$ cat config.mk
export PLATFORM = sky130hd
export DESIGN_NAME = inst_fetch_unit
export DESIGN_NICKNAME = d
export VERILOG_FILES = /design/src/rtl/inst_fetch_unit.sv
export SDC_FILE = /design/constraint.sdc
export NUM_CORES = 1
export LEC_CHECK = 0
export ABC_CLOCK_PERIOD_IN_PS = 4500
export CAP_MARGIN = 10
export CORE_MARGIN = 3
export CORE_UTILIZATION = 45
export DETAILED_ROUTE_END_ITERATION = 8
export GPL_ROUTABILITY_DRIVEN = 0
export GPL_TIMING_DRIVEN = 0
export PLACE_DENSITY = 0.84
export RECOVER_POWER = 50
export SLEW_MARGIN = 0
export SYNTH_ARGS = -nofsm -noshare
export SYNTH_HDL_FRONTEND = slang
export SYNTH_SLANG_ARGS = --single-unit
$ cat constraint.sdc
create_clock -name clk -period 4.5 [get_ports clk]
set_input_delay 1.35 -clock clk [delete_from_list [all_inputs] [get_ports clk]]
set_output_delay 1.35 -clock clk [all_outputs]
set_load 0.01 [all_outputs]
$ cat src/rtl/inst_fetch_unit.sv
// Fetch stage: PC, req/ack instruction memory port, one-entry IF/ID buffer.
// Squash drops the in-flight response when a branch lands during WAIT.
module inst_fetch_unit #(
  parameter logic [31:0] RESET_PC = 32'h0000_0000,
  parameter int          PC_STEP  = 4,
  parameter logic [31:0] NOP_INST = 32'hE000_0000
) (
  input  logic        clk,
  input  logic        rst,
  input  logic        freeze,
  input  logic        branchTaken,
  input  logic [31:0] branchAddr,
  output logic        memReq,
  output logic [31:0] memAddr,
  input  logic        memAck,
  input  logic [31:0] memData,
  output logic [31:0] instructionOut,
  output logic [31:0] pcOut,
  output logic        fetchValid
);

  localparam logic [31:0] STEP = 32'(PC_STEP);

  typedef enum logic {
    S_IDLE,
    S_WAIT
  } state_t;

  state_t      r_state;
  logic [31:0] r_pc;
  logic [31:0] r_req_addr;
  logic        r_buf_valid;
  logic [31:0] r_buf_inst;
  logic [31:0] r_buf_pc;
  logic        r_squash;

  logic        w_consume;
  logic        w_can_issue;
  logic        w_req;
  logic        w_ack;
  logic [31:0] w_addr;
  logic [31:0] w_pc_next;

  assign w_consume   = r_buf_valid & ~freeze;
  assign w_can_issue = (~r_buf_valid | w_consume) & ~branchTaken;
  assign w_req       = ~rst & ((r_state == S_WAIT) |
                               ((r_state == S_IDLE) & w_can_issue));
  assign w_ack       = w_req & memAck;

  // The outstanding request keeps its address even if pc is redirected.
  assign w_addr    = (r_state == S_WAIT) ? r_req_addr : r_pc;
  assign w_pc_next = w_addr + STEP;

  assign memReq         = w_req;
  assign memAddr        = w_addr;
  assign instructionOut = r_buf_valid ? r_buf_inst : NOP_INST;
  assign pcOut          = r_buf_pc;
  assign fetchValid     = r_buf_valid;

  always_ff @(posedge clk or posedge rst) begin
    if (rst) begin
      r_state     <= S_IDLE;
      r_pc        <= RESET_PC;
      r_req_addr  <= RESET_PC;
      r_buf_valid <= 1'b0;
      r_buf_inst  <= NOP_INST;
      r_buf_pc    <= 32'h0;
      r_squash    <= 1'b0;
    end else if (w_ack) begin
      r_state <= S_IDLE;
      if (branchTaken) begin
        r_pc        <= branchAddr;
        r_squash    <= 1'b0;
        r_buf_valid <= 1'b0;
      end else if (r_squash) begin
        r_squash <= 1'b0;
      end else begin
        r_buf_inst  <= memData;
        r_buf_pc    <= w_pc_next;
        r_pc        <= w_pc_next;
        r_buf_valid <= 1'b1;
      end
    end else if (r_state == S_WAIT) begin
      if (branchTaken) begin
        r_pc     <= branchAddr;
        r_squash <= 1'b1;
      end
    end else if (branchTaken) begin
      r_pc        <= branchAddr;
      r_buf_valid <= 1'b0;
    end else begin
      if (w_req) begin
        r_state    <= S_WAIT;
        r_req_addr <= r_pc;
      end
      if (w_consume) begin
        r_buf_valid <= 1'b0;
      end
    end
  end

endmodule

io_fan.png
Drawn at 3 px/µm.
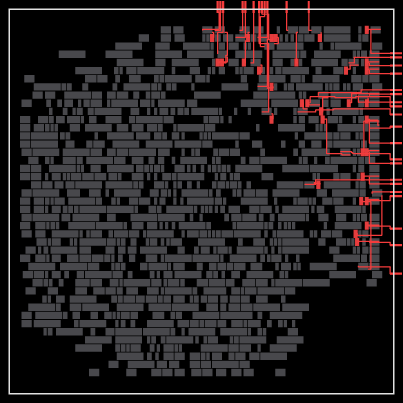
red -> memData  # bits 32, direction input, edge 20 east, 12 north, end cells 32, buffers 32, wire 715 µm

clk_routes.png
Drawn at 4 px/µm.
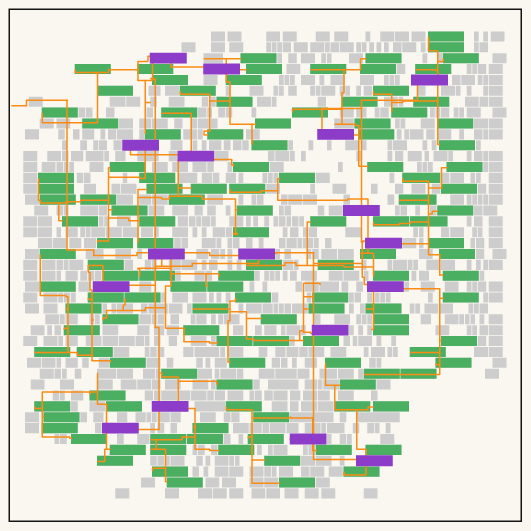
green -> flip-flops  # count 131
purple -> clock drivers  # count 17
orange -> clock wires  # length 1720 µm
routed clock nets = 18
flops lie = widely spread

clocks.png
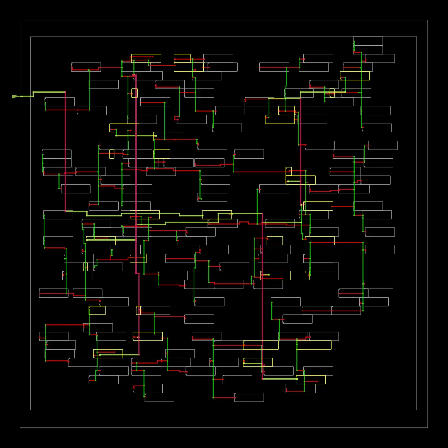
worst-skew pair later-pin latency: 0.43 ns
Clk. pwr: 1.40 mW
Sink Count: 131
seq_cells: 131

placement_by_type.png
Drawn at 3 px/µm. Fill, decap, tap and diode cells in gray.
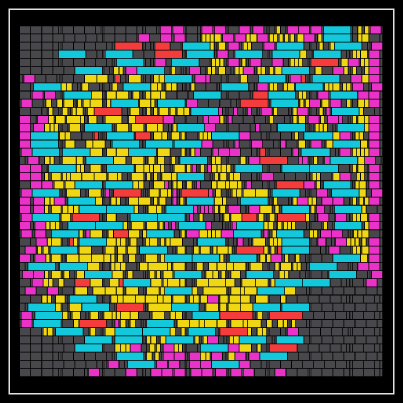
red -> clock drivers and dummy loads  # cells 32, share of their area 6.7%
yellow -> combinational and other logic  # cells 530, share of their area 36%
magenta -> other buffers and delay cells  # cells 211, share of their area 21%
cyan -> flops  # cells 131, share of their area 37%

layer_met2.png
Drawn at 4 px/µm.
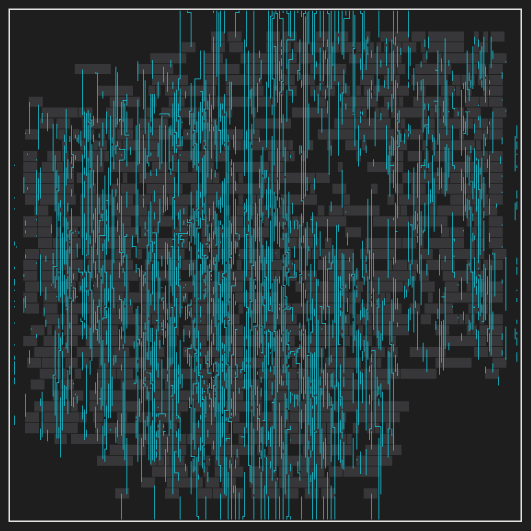
share of all routed wire = 47%
longest straight run = 46.4 µm
wire length on this layer = 9580 µm
nets with wire on the layer = 819

==> results.txt <==
fresh numbers from the pnr run: status=finished with violations, violated checks=capacitance limit, slew limit, post-synth net total=773, CTS max path bufs=2, antenna cells=0, Int Power=3.185 mW, clk slew on worst S/H paths=0.06 ns, Seq share, synth=49.29%, worst path bufs/invs=5, Commonest flop=dfrtp_1, CTS Root Cell=clkbuf_16, Largest delay share family, worst path=buffers and inverters, Comb power frac=31.6%, Global Route met2 Usage=40.91%, maxcap violations=1, # setup viols final=0, Detail Route Antenna Nets=0, first-pass GRT wire length=32020 µm, Pleak=4.053 nW, core area=14150 µm², Global Route met1 Usage=33.44%, Post-Layout Cell Count=1084, Synth top cell by count=nand2_1, busiest metal layer after global routing=met2, DRC errors left=0, Synth Cell Area=6659 µm², crit path DAT=3.07 ns, Final Max Tran Viols=39, Tcrit/Tclk final=98.17%, minimum clock period=4.418 ns, yosys stat chip area=6659 µm², io pins=167, met3 Track Usage GR=5.393%, highest clock rate=226.4 MHz, chip height=127.6 µm, WS Path Type=reg -> out, vias in the first global route=6010, Hold Vio Cnt, Final=0, largest net degree at the start of global routing=39, Filler cells=1166
kinds of logic after synthesis:
group / after synthesis / synth area share (%)
fa+ha+maj: 1 / 0.1879
flops: 131 / 49.29
compound gates: 103 / 9.527
buf+inv: 56 / 3.833
xor+xnor: 25 / 3.288
mux: 67 / 11.10
simple gates: 320 / 22.77
power by group through the flow:
stage	clock [mW]	combinational (mW)	sequential, mW
after floorplan	0	0.742	1.78
after global placement	0	1.47	1.77
after detailed placement	0	1.51	1.79
after CTS	1.41	1.52	1.77
after global routing	1.47	1.59	1.82
final	1.40	1.47	1.77
worst paths after layout:
check	slack (ns)	endpoint	cells after the start	start
worst max-delay path	0.08	memAddr[3]	6	r_state
worst min-delay path	0.45	r_buf_inst[30]	2	r_buf_inst[30]
worst max register to register	0.77	r_pc[28]	12	r_state
worst min register to register	0.45	r_buf_inst[30]	2	r_buf_inst[30]
max in group asynchronous	0.50	r_pc[13]	5	rst
min in group asynchronous	1.60	r_buf_inst[8]	2	rst
registers in the layout, indices dropped and copies added, names as in the netlist:
signal,count
pcOut,32
r_buf_inst,32
r_pc,32
r_req_addr,32
fetchValid,1
r_squash,1
r_state,1
routing by layer:
| metal | routed length (µm) | up-vias |
|---|---|---|
| met5 | 0 | - |
| met4 | 741 | 0 |
| met3 | 1638 | 61 |
| met2 | 9577 | 298 |
| met1 | 8531 | 2914 |
| li1 | - | 2754 |
area by class of cell:
cell class / instances / share of cell area [%]
Sequential cell: 131 / 35.83
Multi-Input combinational cell: 516 / 34.08
Timing Repair Buffer: 169 / 18.36
Clock buffer: 28 / 5.751
Tap cell: 180 / 2.459
Buffer: 42 / 2.172
Clock inverter: 4 / 0.7649
Inverter: 14 / 0.5874
worst min-delay path: cells and delay by family, from the launching register on:
family,cells,cell delay (ns)
flip-flops,1,0.36
AND/OR/NAND/NOR,2,0.10
placed cells by master (no fill, tap or decap), types with 3 or more instances in the layout:
cell type and count:
xnor2_1 20, or3_1 4, o221ai_1 5, a31oi_1 3
a21oi_1 23, nand4_1 8, mux2i_1 12, and3_1 7
nand3_1 15, buf_6 4, dlygate4sd3_1 34, nand2_1 199
o211ai_1 3, o21a_1 3, dfrtp_1 128, and2_1 31
o21ai_0 39, nand2b_1 4, clkdlybuf4s50_1 131, xor2_1 5
nor2_1 21, nor4_2 3, clkbuf_16 17, o21ai_1 12
inv_1 12, clkbuf_1 33, buf_2 9, nand4b_1 4
clkbuf_8 6, dfstp_2 3, nor3b_1 4, mux2_2 55
nand3b_1 7
stage by stage:
step / util, % / power [mW] / hold WS [ns]
finish: 64.74 / 4.636 / 0.4543
global route: 64.74 / 4.877 / 0.4854
CTS: 65.13 / 4.706 / 0.4570
detailed placement: 60.92 / 3.296 / 0.4476
global placement: 60.35 / 3.239 / 0.4431
floorplan: - / 2.524 / 0.4356
No activity file was given, so power comes from the tool's default toggle rates.
